Figure 1. The clock network.
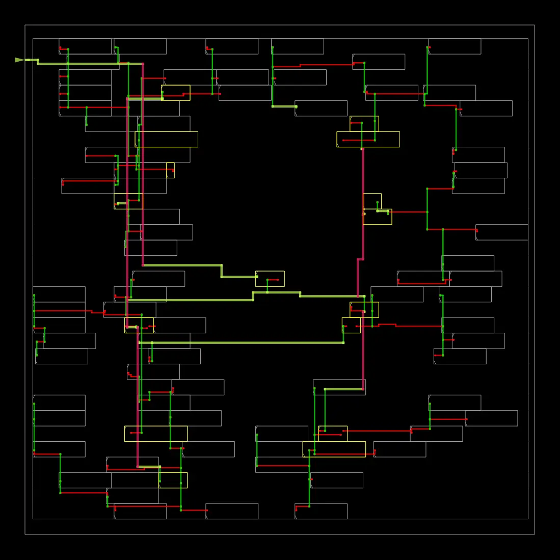
Figure 2. Zoomed window.
Window x 2 to 42, y 47 to 87 um. Cells in gray, sequential cells in the stronger gray; small squares are vias.
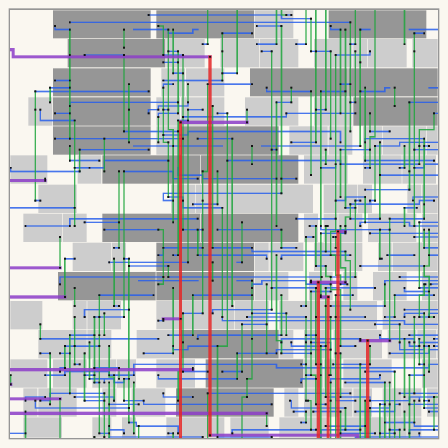
Figure 3. Signal wires by layer.
Only two layers are drawn.
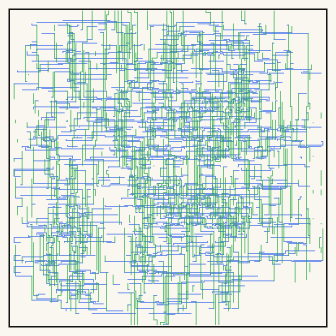
Figure 4. Wires at chosen ports, followed through buffers.
Bar = 20 um.
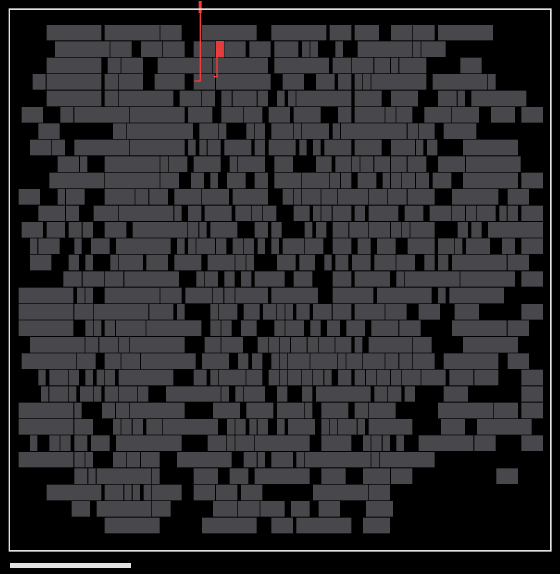
Figure 5. Sequential cells grouped by signal name.
Bar = 20 um. Other sequential cells in the stronger gray, the rest of the logic in the fainter gray.
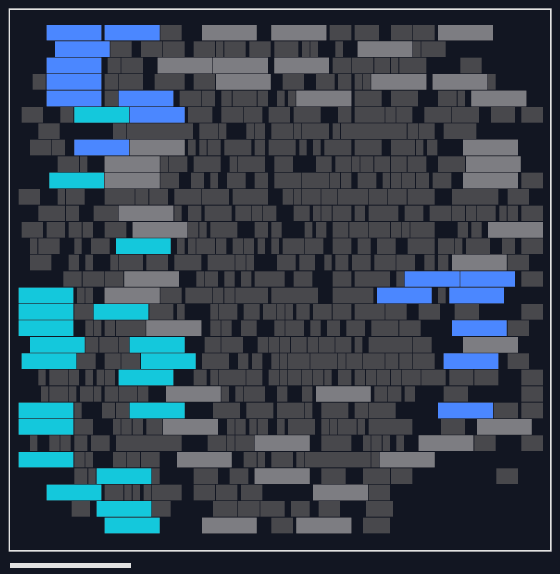
Design note_matcher_flat, sky130hd; sources not shown.
==> results.sh <==
# physical design summary
export IMPL_post_cts_resized_instances=0
export IMPL_area_growth_pct=18.4
export IMPL_ys_chip_area_um2=4660
export IMPL_ys_warnings_count=0
export IMPL_cts_repair_timing_setup_buffer_count=0
export IMPL_timing_reg2reg_setup_slack_ns=0.53
export IMPL_tritoncts_clock_tree="yes"
export IMPL_worst_slew_pin_slew_ns=0.990
export IMPL_clockBufferDepth=2
export IMPL_cts_htree_levels=3
export IMPL_ff_type="dfrtp_1"
export IMPL_finalClockPeriodUsage=0.899
export IMPL_report_final_setup_viol=0
export IMPL_syn_instance_count=464
export IMPL_flip_flop_count_of_the_largest_register_all_copies_and_words_added=20
export IMPL_worstHoldPathCells=1
export IMPL_via_per_inst=5.84
export IMPL_post_synth_instance_area_um2=4660
export IMPL_setup_worst_path_end_class="flip-flop"
export IMPL_estimated_wirelength_of_the_detail_placed_design_um=7350
export IMPL_asyncSetResetFlopFracSynth=1.00
export IMPL_setup_worst_path_start_class="flip-flop"
export IMPL_maxCapViolCount=0
export IMPL_drc_errors=0
export IMPL_fmax_mhz=214
export IMPL_nets_final=571
export IMPL_grt_setup_unrepaired="false"
export IMPL_largest_stage_delay_on_the_critical_path_ns=0.56
export IMPL_logic_area_um2=2550
export IMPL_rows=31
export IMPL_gp_congestion=0.947
export IMPL_reg2regPathDepth=14
export IMPL_cells_in_synth_stat_txt=464
export IMPL_synth_edff_count=0
export IMPL_vertical_die_size_um=89.4
export IMPL_synthesis_nets=520
export IMPL_seq_area_frac_synth=0.397
export IMPL_report_final_hold_viol_count=0
export IMPL_postSynthRegisterBits=74
export IMPL_register_area_um2=1850
export IMPL_final_fill_count=489
export IMPL_clkTransAtPathRegs_ns=0.08
export IMPL_most_common_logic_cell_in_the_routed_design="dfrtp_1"
export IMPL_first_iter_violations=255
export IMPL_grt_pass1_vias=3517
export IMPL_cts_hold_buffers_added=0
export IMPL_cts_root_buf="clkbuf_8"
export IMPL_power_density_nw_per_um2=499
export IMPL_mostFrequentLayoutCells="dfrtp_1, clkdlybuf4s50_1, inv_1, xnor2_1, ha_1"
export IMPL_cp_max_fo=12
export IMPL_path_class="flip-flop to flip-flop"
export IMPL_tns_ns=0
export IMPL_chipWidth_um=89.4
export IMPL_drtAntennaViolNets=0
export IMPL_cpMaxStageDelayCell="a21oi_2"
export IMPL_antenna_violations_before_repair=0
export IMPL_global_route_wire_length_before_repair_um=16300
export IMPL_fin_crit_ns=4.68
export IMPL_power_leakage_nw=2.50
export IMPL_crit_required_ns=5.40
export IMPL_initial_utilization=0.636
export IMPL_run_status="finished clean"
export IMPL_log_warning_count=41
export IMPL_min_delay_path_class="flip-flop to flip-flop"
export IMPL_timing_critical_path_cells="inv_1 > ha_1 > fa_1 > nand3b_1 > a21oi_2 > o21bai_4 > a21oi_2 > mux2i_1 > xnor2_1 > o311a_1 > nor4_2 > nand3_1 > inv_2 > mux2_1"
export IMPL_die_area_um2=8000
export IMPL_synth_area_per_cell_um2=10.1
export IMPL_overflow_left_after_global_routing=0
export IMPL_grt_start_max_net_pins=40
-- Figure 1 (at the start) --
count of clock buffers in the final design: 10
clock latency on the worst-skew pair: 0.36 ns
TritonCTS Buffers: 9
Num Clock Sinks: 74
clock distribution power: 0.592 mW

-- Figure 2 (at the start) --
[red] M4
[blue] M1
[purple] M3
[green] M2
sequential cells in the window: 21
cells with their middle in the window: 120
most frequent: dfrtp_1 (21), clkdlybuf4s50_1 (20), ha_1 (10)

-- Figure 3 (at the start) --
[blue] M1 | wire length: 4,400 um
[green] M2 | wire length: 4,780 um
total wirelength of the detailed-routed design: 9980 um
total vias in the final route: 3,618
GRT Util Overall: 0.271
wire length per cell: 16.1 um

-- Figure 4 (at the start) --
[red] `reset` | direction: input | edge: top | end cells: 1 | buffers: 1 | wire: 17.6 um
number of port buffers: 56
number of primary I/O pins: 57

-- Figure 5 (at the start) --
[cyan] `u_core.pre` | placed flops: 20
[blue] `u_core.m.dt` | placed flops: 16
not colored: 38
seq pwr: 0.783 mW
flop share of the area: 0.336
final core utilization: 0.753

-- layout make-up --
class,instances,share of cell area
Multi-Input combinational cell,332,0.462
Sequential cell,74,0.336
Timing Repair Buffer,58,0.104
Inverter,40,0.0272
Clock inverter,6,0.0249
Clock buffer,10,0.0231
Tap cell,99,0.0224
-- where the power goes --
group	internal (mW)	total [mW]	switching, mW
combinational	0.594	1.38	0.785
sequential	0.682	0.783	0.101
clock	0.369	0.592	0.223
total	1.65	2.75	1.11
-- cells in the mapped netlist (2+ instances only) --
cell type | number | share of area
dfrtp_1 | 74 | 0.40
inv_1 | 38 | 0.031
xnor2_1 | 37 | 0.069
ha_1 | 33 | 0.089
nand2_1 | 30 | 0.024
a21oi_1 | 28 | 0.030
nor2_1 | 24 | 0.019
nand3_1 | 17 | 0.018
mux2_2 | 16 | 0.039
o21ai_0 | 15 | 0.016
and2_1 | 12 | 0.016
nand4_1 | 11 | 0.015
mux2i_1 | 10 | 0.021
xor2_1 | 9 | 0.017
a21o_1 | 7 | 0.011
mux2_1 | 7 | 0.017
buf_2 | 6 | 0.0064
clkbuf_1 | 6 | 0.0048
nand2b_1 | 5 | 0.0067
or3_1 | 5 | 0.0067
a211oi_1 | 4 | 0.0064
and3_1 | 4 | 0.0054
nand3b_1 | 4 | 0.0064
nor4_1 | 4 | 0.0054
o211ai_1 | 4 | 0.0064
a21oi_2 | 3 | 0.0056
a31oi_1 | 3 | 0.0040
buf_4 | 3 | 0.0048
buf_6 | 3 | 0.0072
nor2b_1 | 3 | 0.0040
nor3_1 | 3 | 0.0032
o21ai_1 | 3 | 0.0032
a211oi_2 | 2 | 0.0054
fa_1 | 2 | 0.0086
inv_2 | 2 | 0.0016
mux2_4 | 2 | 0.0064
o21bai_1 | 2 | 0.0032
-- worst max-delay path: cells and delay by family (launching register included) --
| kind | cells | cell delay [ns] |
|---|---|---|
| AND-OR/OR-AND | 4 | 1.33 |
| AND/OR/NAND/NOR | 3 | 1.01 |
| multiplexers | 2 | 0.64 |
| adder cells (fa/ha/maj) | 2 | 0.61 |
| flip-flops | 1 | 0.42 |
| buffers and inverters | 2 | 0.39 |
| XOR/XNOR | 1 | 0.11 |
-- cell families after synthesis --
logic type,after synthesis,synth area share
AND-OR/OR-AND,85,0.129
buffers and inverters,58,0.0555
flip-flops,74,0.397
adder cells (fa/ha/maj),35,0.0971
XOR/XNOR,46,0.0864
AND/OR/NAND/NOR,131,0.152
multiplexers,35,0.0834
-- per-stage QoR --
step	worst slack (ns)	power (mW)	cells	hold WS, ns	cell area (um2)
floorplan	1.50	1.89	464	0.406	4660
global placement	0.853	2.09	603	0.418	5250
detailed placement	0.592	2.13	603	0.424	5250
CTS	0.567	2.73	619	0.447	5520
global route	0.211	2.92	619	0.462	5520
finish	0.527	2.75	619	0.444	5520
-- per-layer routing --
layer | wire (um) | global-route usage
met1 | 4400 | 0.344
met2 | 4780 | 0.446
met3 | 532 | 0.0489
met4 | 273 | 0.137
met5 | 0 | 0
Power is estimated from default activity; no workload was simulated.
